Figure 1. Sequential cells coloured by netlist name (run 1).
The bar under the picture is 50 um long.
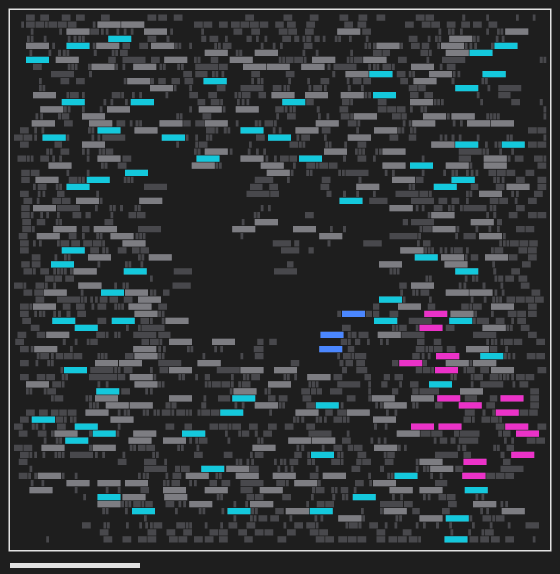
Figure 2. Gate families picked out (run 1).
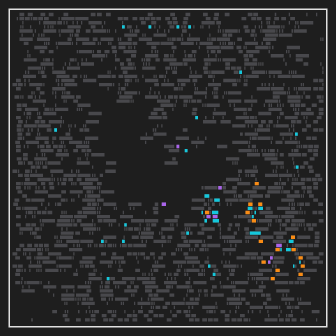
Figure 3. Track usage over the die (run 1).
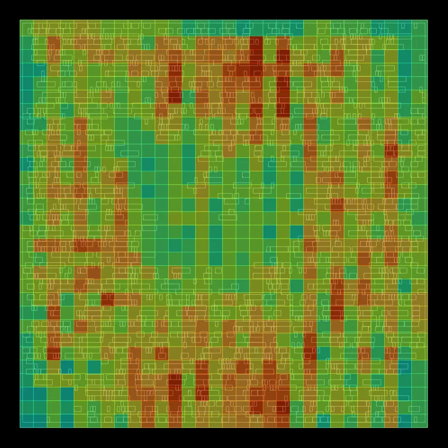
Figure 4. Wires at chosen ports, followed through buffers (run 1).
The bar under the picture is 50 um long.
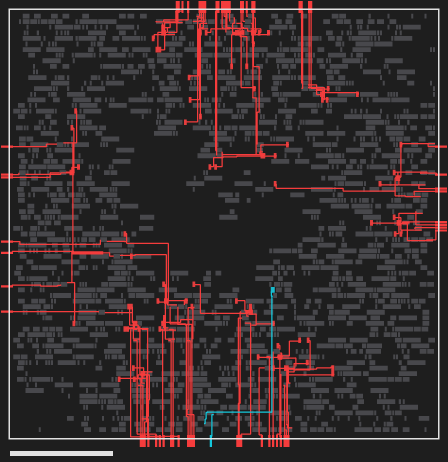
<file path="config.mk">
export PLATFORM = sky130hd
export DESIGN_NAME = cmd_gen
export DESIGN_NICKNAME = d
export VERILOG_FILES = /design/src/rtl/cmd_gen.sv
export SDC_FILE = /design/constraint.sdc
export NUM_CORES = 1
export LEC_CHECK = 0
export CORE_UTILIZATION = 29
export CTS_CLUSTER_SIZE = 28
export DETAILED_ROUTE_END_ITERATION = 6
export HOLD_SLACK_MARGIN = 0.12
export PLACE_DENSITY_LB_ADDON = 0.1
export SYNTH_ARGS = -nofsm -noshare
export SYNTH_HDL_FRONTEND = slang
export SYNTH_SLANG_ARGS = --single-unit
</file>
<file path="constraint.sdc">
create_clock -name clk -period 4.8 [get_ports clk]
set_input_delay 1.2 -clock clk [delete_from_list [all_inputs] [get_ports clk]]
set_output_delay 1.2 -clock clk [all_outputs]
set_load 0.02 [all_outputs]
</file>
<file path="src/rtl/cmd_gen.sv">
// cmd_gen: host-side command transmitter for the accelerator command interface.
// Accepts one job descriptor (size plus W/X/R buffer addresses) on a valid/ready
// port, then issues the five-command sequence SIZE, ADDRW, ADDRX, ADDRR, INITIATE
// as custom-opcode instructions on a valid/ready command port.
//
// Ports:
//   clk                clock, all state on rising edge
//   reset              asynchronous active-low reset
//   job_valid_i        job descriptor valid
//   job_ready_o        block can accept a job (IDLE only)
//   job_size_i         transfer size, must be non-zero
//   job_addr_w_i       W buffer address
//   job_addr_x_i       X buffer address
//   job_addr_r_i       result buffer address
//   cmd_valid_o        command valid
//   cmd_ready_i        decoder accepts command
//   cmd_inst_funct_o   command code
//   cmd_inst_opcode_o  instruction opcode (constant OPCODE)
//   cmd_rs1_o          rs1 register index (constant RS1_IDX)
//   cmd_rs1_data_o     command operand
//   busy_o             sequence in progress
//   done_o             one-cycle pulse: sequence completed
//   err_o              one-cycle pulse: zero-size job rejected
//   jobs_sent_o        completed job count, wraps
module cmd_gen #(
   parameter int unsigned XLEN    = 64,
   parameter logic [6:0]  OPCODE  = 7'b000_1011,
   parameter logic [4:0]  RS1_IDX = 5'd10,
   parameter int unsigned CNT_W   = 16
) (
   input  logic             clk,
   input  logic             reset,
   input  logic             job_valid_i,
   output logic             job_ready_o,
   input  logic [XLEN-1:0]  job_size_i,
   input  logic [XLEN-1:0]  job_addr_w_i,
   input  logic [XLEN-1:0]  job_addr_x_i,
   input  logic [XLEN-1:0]  job_addr_r_i,
   output logic             cmd_valid_o,
   input  logic             cmd_ready_i,
   output logic [6:0]       cmd_inst_funct_o,
   output logic [6:0]       cmd_inst_opcode_o,
   output logic [4:0]       cmd_rs1_o,
   output logic [XLEN-1:0]  cmd_rs1_data_o,
   output logic             busy_o,
   output logic             done_o,
   output logic             err_o,
   output logic [CNT_W-1:0] jobs_sent_o
);

   localparam logic [6:0] F_INIT  = 7'h01;
   localparam logic [6:0] F_SIZE  = 7'h02;
   localparam logic [6:0] F_ADDRW = 7'h04;
   localparam logic [6:0] F_ADDRX = 7'h06;
   localparam logic [6:0] F_ADDRR = 7'h08;

   typedef enum logic [2:0] {
      IDLE,
      SIZE,
      ADDRW,
      ADDRX,
      ADDRR,
      INIT
   } state_t;

   state_t            state, state_nxt;
   logic [XLEN-1:0]   size_q, addr_w_q, addr_x_q, addr_r_q;
   logic              done_q, err_q;
   logic [CNT_W-1:0]  jobs_q;
   logic              job_fire;
   logic              init_fire;

   assign cmd_inst_opcode_o = OPCODE;
   assign cmd_rs1_o         = RS1_IDX;
   assign done_o            = done_q;
   assign err_o             = err_q;
   assign jobs_sent_o       = jobs_q;

   assign job_fire  = job_valid_i && (state == IDLE);
   assign init_fire = (state == INIT) && cmd_ready_i;

   always_ff @(posedge clk or negedge reset) begin
      if (!reset) begin
         state <= IDLE;
      end else begin
         state <= state_nxt;
      end
   end

   // Command outputs are decoded from the registered state and latched job
   // fields, so they stay stable under backpressure without extra holding regs.
   always_comb begin
      state_nxt        = state;
      job_ready_o      = 1'b0;
      cmd_valid_o      = 1'b0;
      busy_o           = 1'b1;
      cmd_inst_funct_o = '0;
      cmd_rs1_data_o   = '0;
      case (state)
         IDLE: begin
            job_ready_o = 1'b1;
            busy_o      = 1'b0;
            if (job_valid_i && (job_size_i != '0)) begin
               state_nxt = SIZE;
            end
         end
         SIZE: begin
            cmd_valid_o      = 1'b1;
            cmd_inst_funct_o = F_SIZE;
            cmd_rs1_data_o   = size_q;
            if (cmd_ready_i) state_nxt = ADDRW;
         end
         ADDRW: begin
            cmd_valid_o      = 1'b1;
            cmd_inst_funct_o = F_ADDRW;
            cmd_rs1_data_o   = addr_w_q;
            if (cmd_ready_i) state_nxt = ADDRX;
         end
         ADDRX: begin
            cmd_valid_o      = 1'b1;
            cmd_inst_funct_o = F_ADDRX;
            cmd_rs1_data_o   = addr_x_q;
            if (cmd_ready_i) state_nxt = ADDRR;
         end
         ADDRR: begin
            cmd_valid_o      = 1'b1;
            cmd_inst_funct_o = F_ADDRR;
            cmd_rs1_data_o   = addr_r_q;
            if (cmd_ready_i) state_nxt = INIT;
         end
         INIT: begin
            cmd_valid_o      = 1'b1;
            cmd_inst_funct_o = F_INIT;
            if (cmd_ready_i) state_nxt = IDLE;
         end
         default: begin
            state_nxt = IDLE;
            busy_o    = 1'b0;
         end
      endcase
   end

   always_ff @(posedge clk or negedge reset) begin
      if (!reset) begin
         size_q   <= '0;
         addr_w_q <= '0;
         addr_x_q <= '0;
         addr_r_q <= '0;
         done_q   <= 1'b0;
         err_q    <= 1'b0;
         jobs_q   <= '0;
      end else begin
         if (job_fire) begin
            size_q   <= job_size_i;
            addr_w_q <= job_addr_w_i;
            addr_x_q <= job_addr_x_i;
            addr_r_q <= job_addr_r_i;
         end
         err_q  <= job_fire && (job_size_i == '0);
         done_q <= init_fire;
         if (init_fire) begin
            jobs_q <= jobs_q + CNT_W'(1);
         end
      end
   end

endmodule

</file>
==> results.py, run 1 <==
# Metrics from the implementation run
metrics = {
    "job": {
        "warning_count": 32,
        "maxCapViolCount": 0,
    },
    "layout": {
        "drive_gt1_share_pct": 5.45,
        "clkCellAreaFrac_pct": 6.96,
        "clkbuf_count": 56,
        "logic_gate_count": 995,
        "area_growth_pct": 40.5,
        "layout_top_cells": "nand2_1 (777), clkdlybuf4s50_1 (347), dfrtp_1 (277)",
        "fin_util_pct": 41.3,
        "seq-cell-share_pct": 40.0,
    },
    "detailed_routing": {
        "drt_iter0_markers": 669,
        "ant_nets": 0,
        "viasPerCell": 4.67,
        "wl_met1_um": 19200,
        "drc": 0,
    },
    "yosys": {
        "xor_share_pct": 1.14,
        "yosysCellCount": 1368,
        "adder_share_pct": 0.101,
        "ys_ff": 277,
        "syn_avg_cell_area_um2": 9.02,
        "top_area_cell": "dfrtp_1",
        "mux_area_share_pct": 0.0912,
        "async_reset_ff_share_pct": 100,
        "synth.most_common_cell": "nand2_1",
        "synthAoiAreaFrac_pct": 9.98,
        "top_cells_by_count": "nand2_1 (778), dfrtp_1 (277), a221o_1 (64), a22o_1 (64), buf_2 (37)",
        "yosys_warnings": 0,
        "yosys-top-cells-area": "dfrtp_1 (56%), nand2_1 (24%), a221o_1 (5.2%)",
        "top_area_share_pct": 56.2,
    },
    "power": {
        "total_power_mw": 11.5,
        "p_clk_mw": 2.72,
        "p_leak_nw": 8.44,
        "power_leader": "combinational logic",
        "power.density_nw_per_um2": 666,
        "p_int_mw": 7.14,
        "p_comb_mw": 4.78,
        "netSwitchingFraction_pct": 38.1,
        "p_sw_mw": 4.40,
    },
    "setup_path": {
        "crit_start": "state[2]$_DFFE_PN0P_",
        "r2r_cells": 5,
        "path_class": "reg -> out",
        "required_ns": 3.60,
        "crit_cells": 7,
        "critPathLaunchType": "flop",
        "crit_arrival_ns": 2.99,
        "cpMaxStageDelayCell": "clkdlybuf4s50_1",
        "r2r-start": "state[1]$_DFFE_PN0P_",
        "crit_end": "cmd_rs1_data_o[38]",
        "r2r_setup_slack_ns": 2.47,
        "worst-path-buf-inv": 3,
    },
    "grt": {
        "grt_antenna_before_repair": 7,
        "grt_pass1_wl_um": 65000,
        "top_usage_layer": "met2",
        "grt-ovfl-total": 0,
    },
    "clock_tree": {
        "cts-hold-fix-buffers": 0,
        "clk_path_buf_depth": 3,
        "cts.clk_slew.worst_paths_ns": 0.06,
    },
    "floorplanning": {
        "core_area_um2": 41900,
        "die_height_um": 208,
        "die_w_um": 208,
        "num_tap_cells": 539,
    },
    "final_timing": {
        "fin_ws_ns": 0.612,
        "min_period_ns": 4.19,
        "tightestPinTransition_ns": 0.785,
        "slew_headroom_pct": 47.7,
        "fmax_mhz": 239,
        "finalCritPeriodShare_pct": 87.3,
        "setup_tns_ns": 0,
    },
    "placed_design": {
        "dp_hpwl_um": 28000,
        "dp_cells": 2183,
        "placed_cell_area_um2": 16100,
    },
    "outcome": {
        "status": "completed",
    },
}
Back to the opening pictures, Figure 1:
- `jobs_sent_o`: magenta (placed flops 16; where bottom right)
- `addr_r_q`: cyan (placed flops 64; where spread over the die)
- `state`: blue (placed flops 3)

Back to the opening pictures, Figure 2:
- NOR gates: cyan (cells 33; most used nor4_1)
- XOR/XNOR gates: orange (cells 16; most used xor2_1; where bottom right)
- AND and OR gates: purple (cells 8; most used and2_1)
combinational share of cell area: 27.6%
Commonest Layout Cell: nand2_1
Finished Layout Cells: 2251

Back to the opening pictures, Figure 3:
GR Util met1: 26.2%
GRT Util Overall: 19.3%
grt met3 use: 4.29%

Back to the opening pictures, Figure 4:
- `job_size_i`: red (bits 64; direction input; end cells 80; buffers 64; wire 3670 um)
- `cmd_valid_o`: cyan (bits 1; direction output; end cells 1; buffers 1; wire 110 um)
IO Port Bufs: 348
I/O pin cnt: 364

==> run 1 -> run 2 <==
--- a/config.mk
+++ b/config.mk
@@ -10,6 +10,7 @@
 export DETAILED_ROUTE_END_ITERATION = 6
 export HOLD_SLACK_MARGIN = 0.12
 export PLACE_DENSITY_LB_ADDON = 0.1
+export SLEW_MARGIN = 15
 export SYNTH_ARGS = -nofsm -noshare
 export SYNTH_HDL_FRONTEND = slang
 export SYNTH_SLANG_ARGS = --single-unit
Figure 5. Sequential cells coloured by netlist name (run 2).
The bar under the picture is 50 um long.
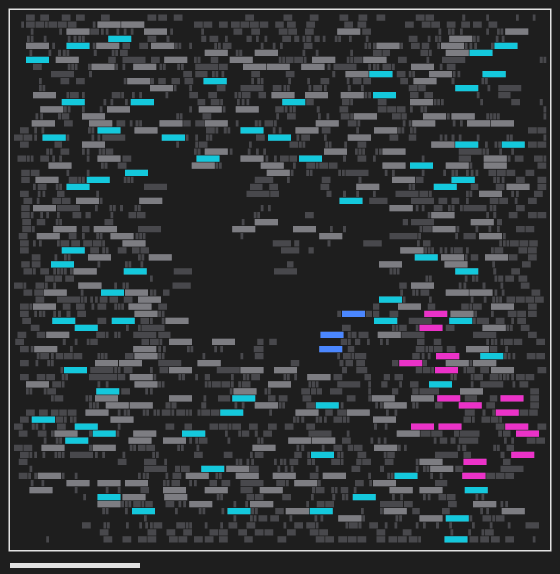
- `state`: blue (placed flops 3)
- `addr_r_q`: cyan (placed flops 64; where spread over the die)
- `jobs_sent_o`: magenta (placed flops 16; where bottom right)
Layout Utilization: 41.3%
Seq. pwr: 4.04 mW

Figure 6. Wires at chosen ports, followed through buffers (run 2).
The bar under the picture is 50 um long.
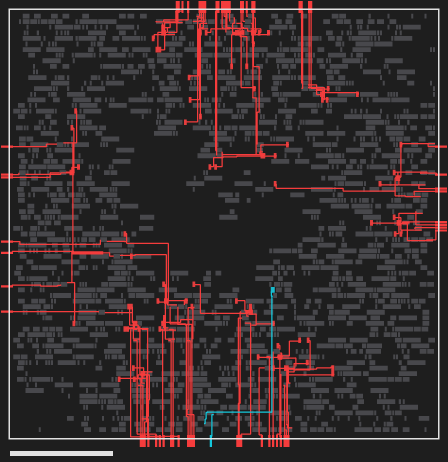
- `cmd_valid_o`: cyan (bits 1; direction output; end cells 1; buffers 1; wire 110 um)
- `job_size_i`: red (bits 64; direction input; end cells 80; buffers 64; wire 3670 um)

==> run 2 against run 1 <==
  * Wire length stayed put
  * Sequential power hardly changed
  * First-iteration DRC count stayed put
  * Critical path depth stayed put
  * Cell count stayed put
  * Hold slack stayed put
  * Clock power hardly changed
  * Count of clock-buffer cells in the layout stayed put
  * Setup slack stayed put
  * Power stayed put
==> results.py, run 2 <==
# Metrics from the implementation run
metrics = {
    "grt": {
        "track_usage_pct": 19.3,
        "grt_antenna_before_repair": 7,
        "top_usage_layer": "met2",
        "met1_usage_pct": 26.2,
    },
    "final_timing": {
        "min_period_ns": 4.19,
        "slew_headroom_pct": 47.7,
        "fmax_mhz": 239,
        "fin_ws_ns": 0.612,
        "tightestPinTransition_ns": 0.785,
    },
    "layout": {
        "mostFrequentLayoutCell": "nand2_1",
        "layout.cells.non_filler": 2251,
        "drive_gt1_share_pct": 5.45,
        "logic_gate_count": 995,
        "clkbuf_count": 56,
        "layout_top_cells": "nand2_1 (777), clkdlybuf4s50_1 (347), dfrtp_1 (277)",
    },
    "placed_design": {
        "placed_cell_area_um2": 16100,
        "port_buffers": 348,
        "dp_hpwl_um": 28000,
        "dp_cells": 2183,
    },
    "setup_path": {
        "crit_end": "cmd_rs1_data_o[38]",
        "worst-path-buf-inv": 3,
        "crit_cells": 7,
        "path_class": "reg -> out",
        "crit_arrival_ns": 2.99,
        "cpMaxStageDelayCell": "clkdlybuf4s50_1",
        "required_ns": 3.60,
        "r2r_cells": 5,
        "critPathLaunchType": "flop",
    },
    "power": {
        "netSwitchingFraction_pct": 38.1,
        "power.density_nw_per_um2": 666,
        "p_comb_mw": 4.78,
        "p_sw_mw": 4.40,
        "total_power_mw": 11.5,
        "p_leak_nw": 8.44,
        "p_clk_mw": 2.72,
    },
    "floorplanning": {
        "num_tap_cells": 539,
        "die_w_um": 208,
        "pin_count": 364,
        "die_height_um": 208,
        "core_area_um2": 41900,
    },
    "yosys": {
        "xor_share_pct": 1.14,
        "adder_share_pct": 0.101,
        "top_area_cell": "dfrtp_1",
        "top_area_share_pct": 56.2,
        "top_cells_by_count": "nand2_1 (778), dfrtp_1 (277), a221o_1 (64), a22o_1 (64), buf_2 (37)",
        "mux_area_share_pct": 0.0912,
        "async_reset_ff_share_pct": 100,
        "yosys-top-cells-area": "dfrtp_1 (56%), nand2_1 (24%), a221o_1 (5.2%)",
        "synth.most_common_cell": "nand2_1",
    },
    "outcome": {
        "status": "completed",
    },
    "clock_tree": {
        "cts-hold-fix-buffers": 0,
    },
    "detailed_routing": {
        "ant_nets": 0,
    },
    "job": {
        "maxCapViolCount": 0,
    },
}
Figure 7. Layout detail (run 2).
The bar under the picture is 10 um long. Region (40, 40) to (65, 65) um. Cells in grey, sequential cells in the stronger grey; small squares are vias.
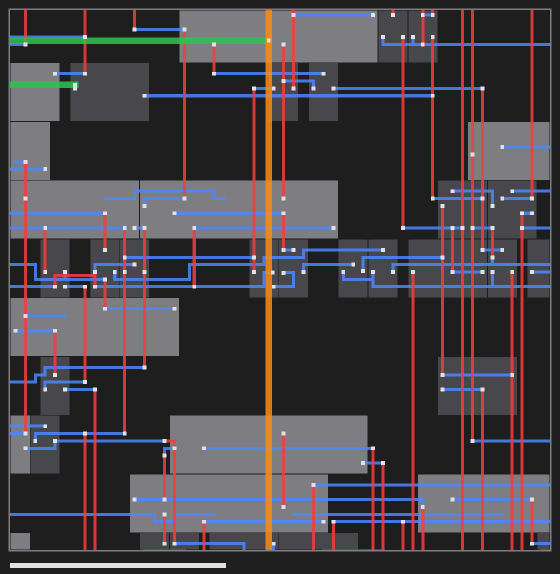
- metal 1: blue
- metal 4: orange
- metal 3: green
- metal 2: red
- most frequent: nand2_1 (14), dfrtp_1 (7), clkdlybuf4s50_1 (3)
- cells with their middle in the window: 26
- sequential cells in the window: 7
- netlist names of flops here include: `size_q` (4), `addr_x_q` (3)

==> run 2 -> run 3 <==
--- a/config.mk
+++ b/config.mk
@@ -5,7 +5,7 @@
 export SDC_FILE = /design/constraint.sdc
 export NUM_CORES = 1
 export LEC_CHECK = 0
-export CORE_UTILIZATION = 29
+export CORE_UTILIZATION = 25
 export CTS_CLUSTER_SIZE = 28
 export DETAILED_ROUTE_END_ITERATION = 6
 export HOLD_SLACK_MARGIN = 0.12
==> run 3 against run 2 <==
  * Cell count grew 5.4%
  * Largest cell class unchanged
  * Hold slack worse by 0.0029 ns
  * Sequential share of layout area fell by 0.33 points
  * Register-to-register slack got worse by 0.10 ns
  * Die size increased by 16%
  * Synthesized cell count unchanged
  * Sequential power about the same
  * Critical path depth decreased by 2
  * Synthesized area unchanged
  * Count of clock-buffer cells in the layout is 5 lower
  * Power about the same
  * First-iteration DRC count fell by 8.7%
  * Highest routed layer is now met4
==> results.py, run 3 <==
# Metrics from the implementation run
metrics = {
    "outcome": {
        "status": "completed",
    },
    "power": {
        "p_comb_mw": 4.80,
        "p_leak_nw": 8.44,
    },
    "grt": {
        "track_usage_pct": 17.6,
        "grt_util_met3_pct": 4.05,
        "grt-ovfl-total": 0,
        "top_usage_layer": "met2",
        "grt_pass1_wl_um": 67100,
    },
    "layout": {
        "layout_top_cells": "nand2_1 (777), clkdlybuf4s50_1 (347), dfrtp_1 (277)",
        "area_growth_pct": 41.7,
        "layout.cells.non_filler": 2372,
    },
    "job": {
        "maxCapViolCount": 0,
    },
    "setup_path": {
        "crit_end": "cmd_rs1_data_o[16]",
        "crit_cells": 5,
        "r2r_cells": 5,
        "r2r_setup_slack_ns": 2.37,
        "cpMaxStageDelayCell": "nor2_4",
        "crit_arrival_ns": 3.11,
        "critPathLaunchType": "flop",
        "required_ns": 3.60,
        "r2r-start": "state[0]$_DFFE_PN0P_",
        "path_class": "reg -> out",
        "crit_start": "state[2]$_DFFE_PN0P_",
    },
    "yosys": {
        "top_cells_by_count": "nand2_1 (778), dfrtp_1 (277), a221o_1 (64), a22o_1 (64), buf_2 (37)",
        "top_area_share_pct": 56.2,
        "syn_avg_cell_area_um2": 9.02,
        "ys_ff": 277,
        "async_reset_ff_share_pct": 100,
        "yosys_warnings": 0,
    },
    "detailed_routing": {
        "viasPerCell": 4.39,
        "drc": 0,
        "drt_iter0_markers": 611,
    },
    "floorplanning": {
        "die_w_um": 224,
        "die_height_um": 224,
        "core_area_um2": 48800,
    },
    "final_timing": {
        "tightestPinTransition_ns": 0.893,
        "fin_ws_ns": 0.489,
        "slew_headroom_pct": 40.5,
        "setup_tns_ns": 0,
        "fmax_mhz": 232,
        "min_period_ns": 4.31,
    },
    "clock_tree": {
        "cts.clk_slew.worst_paths_ns": 0.06,
    },
}
Figure 8. Sequential cells coloured by netlist name (run 3).
The bar under the picture is 50 um long.
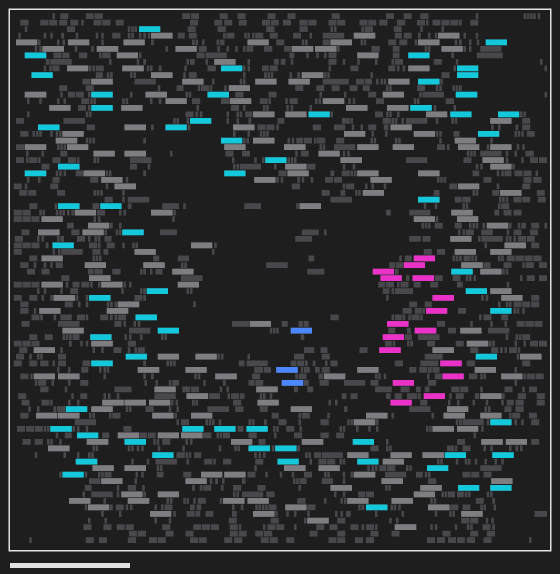
- `jobs_sent_o`: magenta (placed flops 16; where right middle)
- `addr_r_q`: cyan (placed flops 64; where spread over the die)
- `state`: blue (placed flops 3)
Seq. pwr: 4.05 mW
flop share of the area: 39.6%
Layout Utilization: 35.8%

Figure 9. Track usage over the die (run 3).
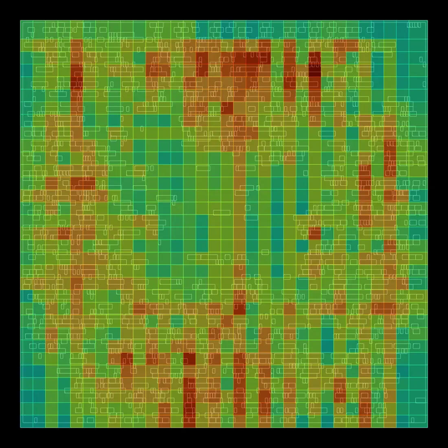
GR Util met1: 23.9%
wire per inst: 18.6 um

Figure 10. Wires at chosen ports, followed through buffers (run 3).
The bar under the picture is 50 um long.
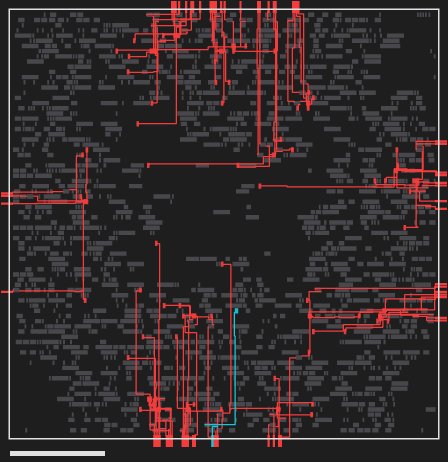
- `cmd_valid_o`: cyan (bits 1; direction output; end cells 1; buffers 1; wire 84.2 um)
- `job_size_i`: red (bits 64; direction input; end cells 80; buffers 64; wire 3790 um)

No activity file was given, so power comes from the tool's default toggle rates.
